cell_classes.png
(1.5 px per um)
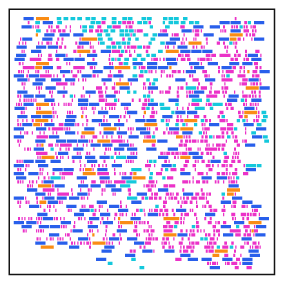
registers.png
(1.5 px per um) Other sequential cells in the stronger gray, the rest of the logic in the fainter gray.
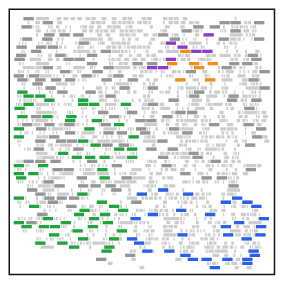
clock_map.png
(1.5 px per um)
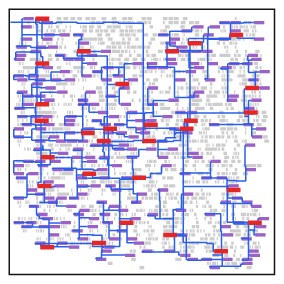
final_placement.png
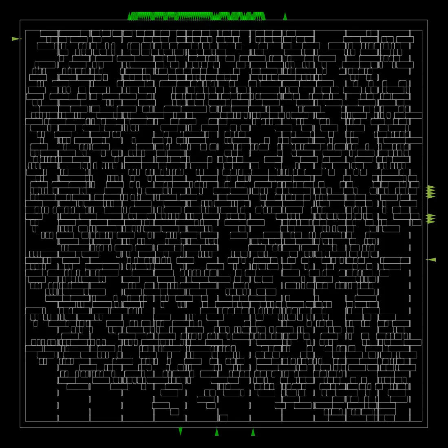
### config.mk
export PLATFORM = sky130hd
export DESIGN_NAME = apb_interface_2
export DESIGN_NICKNAME = d
export VERILOG_FILES = /design/src/rtl/apb_interface_2_pkg.sv /design/src/rtl/apb_interface_2_rf_bit_recovery.sv /design/src/rtl/apb_interface_2.sv
export SDC_FILE = /design/constraint.sdc
export NUM_CORES = 1
export LEC_CHECK = 0
export ABC_AREA = 0
export CAP_MARGIN = 20
export CORE_MARGIN = 2
export CORE_UTILIZATION = 40
export DETAILED_ROUTE_END_ITERATION = 8
export PLACE_DENSITY_LB_ADDON = 0.05
export SETUP_SLACK_MARGIN = 0.05
export SYNTH_ARGS = -nofsm -noshare
export SYNTH_HDL_FRONTEND = slang
export SYNTH_SLANG_ARGS = --single-unit
### constraint.sdc
create_clock -name i_PCLK -period 2.8 [get_ports i_PCLK]
set_input_delay 0.7 -clock i_PCLK [delete_from_list [all_inputs] [get_ports i_PCLK]]
set_output_delay 0.7 -clock i_PCLK [all_outputs]
set_load 0.005 [all_outputs]
### src/rtl/apb_interface_2_pkg.sv
// Shared definitions for the APB-to-RF serial bridge: register map, CONFIG layout
// and the packet sync pattern.
package apb_interface_2_pkg;

  localparam logic [5:0] OFF_CFG  = 6'h00;
  localparam logic [5:0] OFF_DATA = 6'h04;
  localparam logic [5:0] OFF_CMD  = 6'h0C;

  localparam int CMD_START_BIT = 1;

  // CONFIG = {2'b00, MODE, SLAVE, SCK}; the top two bits are never stored
  typedef struct packed {
    logic [1:0] mode;
    logic [1:0] slave;
    logic [1:0] sck;
  } cfg_t;

  localparam cfg_t CFG_RST = '{mode: 2'b00, slave: 2'b00, sck: 2'b01};

  // Sync framing: 6 ones at the head, 5 ones mid-packet, 8 ones at the tail
  localparam logic [63:0] SYNC_MASK = 64'hFC00_001F_0000_00FF;
  localparam logic [63:0] SYNC_VAL  = 64'hFC00_001F_0000_00FF;

  function automatic logic [3:0] onehot4(input logic [1:0] s);
    return 4'b0001 << s;
  endfunction

endpackage

### src/rtl/apb_interface_2_rf_bit_recovery.sv
// Pulse-position bit recovery: an rfin edge yields a 1 after SAMPLE_DLY cycles,
// silence yields a 0 on timeout; recovered bits shift into a 64-bit register.
module rf_bit_recovery #(
  parameter int SAMPLE_DLY = 100
) (
  input  logic        i_clk,
  input  logic        i_rst_n,
  input  logic        i_en,
  input  logic        i_rfin,
  input  logic        i_clr,
  input  logic [31:0] i_period,
  output logic        o_sh_en,
  output logic [63:0] o_shreg
);

  logic        r_rf_q;
  logic        r_bit;
  logic        r_sh_en;
  logic [31:0] r_cnt;
  logic [63:0] r_shreg;
  logic        w_rise;
  logic        w_fire;

  assign w_rise  = i_rfin & ~r_rf_q;
  assign w_fire  = (r_cnt == 32'd0);
  assign o_sh_en = r_sh_en;
  assign o_shreg = r_shreg;

  always_ff @(posedge i_clk) begin
    if (!i_rst_n) begin
      r_rf_q  <= 1'b0;
      r_bit   <= 1'b0;
      r_sh_en <= 1'b0;
      r_cnt   <= 32'd0;
      r_shreg <= 64'd0;
    end else begin
      r_rf_q  <= i_rfin;
      r_sh_en <= 1'b0;
      if (i_clr) r_shreg <= 64'd0;
      if (!i_en) begin
        r_cnt <= i_period - 32'd1;
        r_bit <= 1'b0;
      end else begin
        if (w_fire) begin
          r_sh_en <= 1'b1;
          if (!i_clr) r_shreg <= {r_shreg[62:0], r_bit};
          r_bit <= 1'b0;
          // A 1 lands mid-slot, so the next silent slot ends half a period later
          r_cnt <= (r_bit ? i_period + (i_period >> 1) : i_period) - 32'd1;
        end else begin
          r_cnt <= r_cnt - 32'd1;
        end
        // An edge always wins over a pending timeout
        if (w_rise) begin
          r_cnt <= 32'(SAMPLE_DLY - 1);
          r_bit <= 1'b1;
        end
      end
    end
  end

endmodule

### src/rtl/apb_interface_2.sv
// APB slave bridging register writes/reads to a single-wire serial TX link and a
// pulse-position RX link with sync-framed 64-bit packet capture.
module apb_interface_2
  import apb_interface_2_pkg::*;
#(
  parameter int BASE_CYC   = 5000,
  parameter int SAMPLE_DLY = 100
) (
  input  logic        i_PCLK,
  input  logic        i_PRESETn,
  input  logic        i_PSEL0,
  input  logic        i_PENABLE,
  input  logic        i_PWRITE,
  input  logic [15:0] i_PADDR,
  input  logic [7:0]  i_PWDATA,
  input  logic [7:0]  i_PRDATA,
  input  logic [9:0]  i_BASE_ADDR,
  output logic [7:0]  o_PRDATA,
  output logic [7:0]  o_PWDATA,
  output logic        PREADY,
  output logic        o_WR0,
  output logic        o_WR1,
  output logic        o_WR2,
  output logic        o_WR3,
  output logic        o_DR0,
  output logic        o_DR1,
  output logic        o_DR2,
  output logic        o_DR3,
  input  logic        rfin,
  input  logic        RX,
  output logic        TX_OUT,
  output logic        pkt_rec,
  output logic        sh_en
);

  cfg_t        r_cfg;
  logic [7:0]  r_txbyte;
  logic [7:0]  r_pwdata;
  logic [7:0]  r_prdata;
  logic        r_busy;
  logic [7:0]  r_tx_sr;
  logic [2:0]  r_tx_bits;
  logic [31:0] r_tx_cnt;
  logic [1:0]  r_tx_sck;
  logic [1:0]  r_tx_slave;
  logic        r_tx_out;
  logic        r_tx_sh_en;
  logic        r_rx_avail;
  logic [63:0] r_pkt_buf;
  logic [2:0]  r_idx;
  logic [7:0]  r_rx_data;
  logic [3:0]  r_dr;
  logic        r_pkt_rec;

  logic        w_sel;
  logic        w_wr;
  logic        w_setup_rd;
  logic [5:0]  w_off;
  logic        w_start;
  logic [31:0] w_cfg_period;
  logic [31:0] w_tx_period;
  logic        w_rx_sh_en;
  logic [63:0] w_shreg;
  logic        w_match;
  logic [5:0]  w_bsel;
  logic [3:0]  w_wr_vec;
  logic        w_unused;

  assign w_sel      = i_PSEL0 && (i_PADDR[15:6] == i_BASE_ADDR);
  assign PREADY     = w_sel & i_PENABLE;
  assign w_wr       = PREADY & i_PWRITE;
  assign w_setup_rd = w_sel & ~i_PENABLE & ~i_PWRITE;
  assign w_off      = i_PADDR[5:0];
  assign w_start    = w_wr && (w_off == OFF_CMD) && i_PWDATA[CMD_START_BIT];

  assign w_cfg_period = 32'(BASE_CYC) << r_cfg.sck;
  assign w_tx_period  = 32'(BASE_CYC) << r_tx_sck;

  assign w_match  = ((w_shreg & SYNC_MASK) == SYNC_VAL);
  assign w_bsel   = {~r_idx, 3'b000};
  assign w_wr_vec = r_busy ? onehot4(r_tx_slave) : 4'b0000;
  assign w_unused = ^r_cfg.mode;

  assign {o_WR3, o_WR2, o_WR1, o_WR0} = w_wr_vec;
  assign {o_DR3, o_DR2, o_DR1, o_DR0} = r_dr;
  assign o_PRDATA = r_prdata;
  assign o_PWDATA = r_pwdata;
  assign TX_OUT   = r_tx_out;
  assign pkt_rec  = r_pkt_rec;
  assign sh_en    = r_tx_sh_en | w_rx_sh_en;

  always_ff @(posedge i_PCLK) begin
    if (!i_PRESETn) begin
      r_cfg    <= CFG_RST;
      r_txbyte <= 8'd0;
      r_pwdata <= 8'd0;
      r_prdata <= 8'd0;
    end else begin
      if (w_wr) begin
        r_pwdata <= i_PWDATA;
        case (w_off)
          OFF_CFG:  r_cfg    <= cfg_t'(i_PWDATA[5:0]);
          OFF_DATA: r_txbyte <= i_PWDATA;
          default:  ;
        endcase
      end
      // Read data is captured in the setup phase so it is stable for the access phase
      if (w_setup_rd) begin
        case (w_off)
          OFF_CFG:  r_prdata <= {6'b0, r_rx_avail, r_busy};
          OFF_DATA: r_prdata <= r_rx_data;
          default:  r_prdata <= i_PRDATA;
        endcase
      end
    end
  end

  // Transmit: speed and slave are latched at START so mid-transfer CONFIG writes wait
  always_ff @(posedge i_PCLK) begin
    if (!i_PRESETn) begin
      r_busy     <= 1'b0;
      r_tx_sr    <= 8'd0;
      r_tx_bits  <= 3'd0;
      r_tx_cnt   <= 32'd0;
      r_tx_sck   <= 2'd0;
      r_tx_slave <= 2'd0;
      r_tx_out   <= 1'b0;
      r_tx_sh_en <= 1'b0;
    end else begin
      r_tx_sh_en <= 1'b0;
      if (r_busy) begin
        if (r_tx_cnt == 32'd0) begin
          if (r_tx_bits == 3'd7) begin
            r_busy   <= 1'b0;
            r_tx_out <= 1'b0;
          end else begin
            r_tx_bits  <= r_tx_bits + 3'd1;
            r_tx_sr    <= {r_tx_sr[6:0], 1'b0};
            r_tx_out   <= r_tx_sr[6];
            r_tx_sh_en <= 1'b1;
            r_tx_cnt   <= w_tx_period - 32'd1;
          end
        end else begin
          r_tx_cnt <= r_tx_cnt - 32'd1;
        end
      end else if (w_start && !RX) begin
        r_busy     <= 1'b1;
        r_tx_sck   <= r_cfg.sck;
        r_tx_slave <= r_cfg.slave;
        r_tx_sr    <= r_txbyte;
        r_tx_out   <= r_txbyte[7];
        r_tx_sh_en <= 1'b1;
        r_tx_bits  <= 3'd0;
        r_tx_cnt   <= w_cfg_period - 32'd1;
      end
    end
  end

  // Receive delivery: a fresh packet takes priority over a byte fetch
  always_ff @(posedge i_PCLK) begin
    if (!i_PRESETn) begin
      r_rx_avail <= 1'b0;
      r_pkt_buf  <= 64'd0;
      r_idx      <= 3'd0;
      r_rx_data  <= 8'd0;
      r_dr       <= 4'd0;
      r_pkt_rec  <= 1'b0;
    end else begin
      r_dr      <= 4'd0;
      r_pkt_rec <= w_match;
      if (w_match) begin
        r_pkt_buf  <= w_shreg;
        r_rx_avail <= 1'b1;
        r_idx      <= 3'd0;
      end else if (w_start && RX) begin
        r_rx_data <= r_pkt_buf[w_bsel +: 8];
        r_idx     <= r_idx + 3'd1;
        r_dr      <= onehot4(r_cfg.slave);
        if (r_idx == 3'd7) r_rx_avail <= 1'b0;
      end
    end
  end

  rf_bit_recovery #(
    .SAMPLE_DLY(SAMPLE_DLY)
  ) u_rx (
    .i_clk    (i_PCLK),
    .i_rst_n  (i_PRESETn),
    .i_en     (RX),
    .i_rfin   (rfin),
    .i_clr    (w_match),
    .i_period (w_cfg_period),
    .o_sh_en  (w_rx_sh_en),
    .o_shreg  (w_shreg)
  );

endmodule

==> flow_summary_export.csv <==
group,metric,value,unit
run_status,status,"finished, final reports clean",
clock_network,hold_buffers,0,
run,drv_cap,0,
clock_network,numCtsBuffers,29,
yosys,fa_ha_area_frac,0.0212,
route,drt_iter0_markers,549,
clock_network,cts_buffer_depth,3,
yosys,syn_nets,1511,
yosys,synth_area,0.0118,mm^2
clock_network,cts.sinks,257,
die,die_h,176,um
yosys,edf_count,0,
yosys,area_leaders,"dfxtp_1 (44%), nand2_1 (10%), a21oi_1 (7.5%), nor2_1 (4.6%), mux4_2 (3.1%)",
global_routing,antenna_found_initial,0,
timing,rsz0062_at_grt,"true",
timing,drv_slew,0,
route,vias_per_cell,5.27,
placed_design,routabilityCongestion,0.841,
yosys,yosys_warnings,0,
cells_and_area,regArea,0.00514,mm^2
yosys,synth.logic.top_family,"simple AND/OR/NAND/NOR gates",
clock_network,cts_max_level,1,
setup_path,cp_slowest_cell,"clkdlybuf4s50_1",
setup_path,cpPeakStageDelay,0.52,ns
die,die_area,0.0309,mm^2
timing,finalWorstPathRequiredPeriod,2.63,ns
placed_design,hpwlAfterDp,21500,um
route,vias,10300,
route,routedWlPerCell,16.3,um
setup_path,crit_path_start_kind,"input pin",
yosys,yosys_most_used_dff,"dfxtp_1",
setup_path,path_class,"in -> out",
timing,skew,0.00932,ns
clock_network,clk_pin_slew,0.06,ns
cells_and_area,area_growth,23.3,%
yosys,xor_share,0.0312,
yosys,synthTopCellsByCount,"nand2_1 (327), dfxtp_1 (257), a21oi_1 (178)",
timing,worst_pin_slew,0.808,ns
clock_network,worstSkewPairLatency,0.56,ns
setup_path,path_buffers,2,
clock_network,ctsRootBufferMaster,"clkbuf_16",
power,power.density,562,mW/mm^2
setup_path,cp_data_required_time,2.10,ns
yosys,synth.avg_cell_area,8.18,um^2
route,drt_pass1_iterations,5,
timing,finalHoldViolCount,0,
timing,fmaxAchievable,0.380,GHz
power,leakage,5.15,nW
yosys,postSynthSeqShare,0.436,
die,ioPinCount,77,
placed_design,io_buffers,76,
yosys,synthArstFlopShare,0,
global_routing,grt_remaining_overflow,0,
hold_path,hold_depth,2,
setup_path,critPathCaptureType,"primary output",
yosys,most_common_cell,"nand2_1",
die,coreArea,0.0289,mm^2
setup_path,r2r_cells,8,
yosys,synthMuxAreaShare,0.0586,
setup_path,critical_path_depth,5,
cells_and_area,final_cells,1949,
timing,finalSetupViolations,0,
setup_path,cp_max_fo,2,
yosys,compound_area_frac,0.162,
yosys,yosys_cells,1442,
cells_and_area,fin_nets,1612,
cells_and_area,fin_area,0.0146,mm^2
power,ir_worst_vdd,406,uV
yosys,synthCells,1442,
yosys,simple_gate_area_frac,0.252,
route,routed_wl,31800,um
setup_path,arrival,1.93,ns
cells_and_area,drive_gt1_frac,0.127,
die,initCoreUtil,0.409,
yosys,ys_ff,257,
yosys,top_area_cell,"dfxtp_1",
placed_design,dpl_cell_area,0.0134,mm^2
route,drc,0,
run,warnings,38,
route,drtAntennaViolNets,0,
timing,setup-tns-final,0,ns
global_routing,grt_first_pass_wirelength,52100,um
timing,whs,0.448,ns
hold_path,hold_class,"reg -> reg",
clock_network,cts_tree,"done",
global_routing,grt_max_degree,68,
yosys,ys_area,0.0118,mm^2
timing,fin_crit_sh,0.941,
die,die_x,176,um
yosys,ys_types,79,
placed_design,dp_cells,1893,
timing,max_slew_margin,0.460,
setup_path,crit_chain,"clkdlybuf4s50_1 -> xnor2_2 -> nand4_1 -> nor4_2 -> buf_2",
global_routing,grt_pass1_vias,9985,
global_routing,grt_usage,0.204,
cells_and_area,combGateArea,0.00628,mm^2
cells_and_area,diodes,0,
setup_path,critPathTopFamily,"buffers and inverters",
yosys,yosysTopAreaCellShare,0.436,
Notes on cell_classes.png above:
clock drivers and dummy loads -> orange  # cells 53, share of their area 7.3%
all other logic -> magenta  # cells 1095, share of their area 45%
other buffers and delay cells -> cyan  # cells 160, share of their area 11%
flops -> blue  # cells 257, share of their area 37%

Notes on registers.png above:
r_txbyte -> purple  # sequential cells 8
u_rx.o_shreg -> green  # sequential cells 64
u_rx.r_cnt -> blue  # sequential cells 32
r_tx_sr -> orange  # sequential cells 7

Notes on clock_map.png above:
cells driving clock nets -> red  # count 29
clock wires -> blue  # length 3580 um
flip-flops -> purple  # count 257
routed clock nets = 30

Notes on final_placement.png above:
final core occ: 0.504
fillcell total: 2844
# rows: 62

-- state kept, by name (all words and copies together) (netlist names), 4 cells and up --
signal / count
o_PRDATA: 8
r_txbyte: 8
u_rx.r_cnt: 32
r_rx_data: 8
u_rx.o_shreg: 64
r_cfg: 4
r_pkt_buf: 64
r_tx_cnt: 32
r_tx_sr: 7
r_dr: 4
o_PWDATA: 8
-- tightest hold or removal path, cell delays in order, from the launching register on --
cell and delay, ns:
dfxtp_1 0.31, nand2_1 0.05, a21oi_1 0.05
-- through the flow --
step / power, mW / setup slack (ns)
after CTS: 8.28 / 0.0914
after floorplan: 4.01 / 0.0611
final: 8.18 / 0.166
after detailed placement: 4.19 / -0.307
after global placement: 4.19 / -0.304
after global routing: 8.47 / -0.0141
-- layer usage --
metal  routed length (um)  global-route usage
met1                14900               0.274
met2                15300               0.351
met3                  949              0.0251
met4                  597              0.0465
met5                    0                   0
-- final cells by class --
class,count,area share
multi-input cells,1074,0.431
flip-flops and latches,257,0.354
repair buffers,160,0.106
clock buffers,42,0.0587
well taps,384,0.0330
clock inverters,11,0.0120
inverters,21,0.00559
-- layout by cell type, fill, tap and decap left out, types with 7 or more instances in the layout --
cell type	count
buf_4	72
o21ai_0	20
nand2_1	325
mux2i_1	32
dfxtp_1	257
or3_1	9
nand3_1	34
mux4_2	16
xor2_1	12
nor4_1	16
clkbuf_8	8
o211ai_1	9
nor2_1	144
buf_12	12
a21oi_1	177
o22ai_1	8
a211oi_1	21
nor3_1	25
inv_1	20
o21ai_1	18
xnor2_1	28
nand4_1	10
clkbuf_16	29
a31oi_1	11
o31ai_1	10
or4_4	7
clkdlybuf4s50_1	75
and3_1	7
a21o_1	11
ha_1	20
-- kinds of logic (layout without fill, tap and decap cells) --
family	count (synthesis)	after routing
and+or+nand+nor	643	643
AOI/OAI and AO/OA	320	320
DFF	257	257
buffers and inverters	111	234
muxes	49	49
xor gates and xnor gates	42	42
adders and majority gates	20	20
-- where the power goes --
| part | internal, mW | switching (mW) |
|---|---|---|
| clock | 2.49 | 1.57 |
| sequential | 3.67 | 0.0202 |
| combinational | 0.197 | 0.239 |
| total | 6.36 | 1.83 |
-- timing repair --
| item | CTS | global route |
|---|---|---|
| setup endpoints to repair | 5 | 13 |
| pin swaps | 3 | 2 |
| setup buffers | 2 | 1 |
| resized | 7 | 9 |
-- path summary, 6_finish.rpt --
check | start | to | slack (ns)
max reg2reg | u_rx.r_cnt[19]$_SDFF_PN0_ | u_rx.o_shreg[50]$_SDFF_PN0_ | 0.20
min reg2reg | r_pkt_buf[56]$_SDFFE_PN0P_ | r_pkt_buf[56]$_SDFFE_PN0P_ | 0.45
max | i_BASE_ADDR[4] | PREADY | 0.17
min | r_pkt_buf[56]$_SDFFE_PN0P_ | r_pkt_buf[56]$_SDFFE_PN0P_ | 0.45
No activity file was given, so power comes from the tool's default toggle rates.
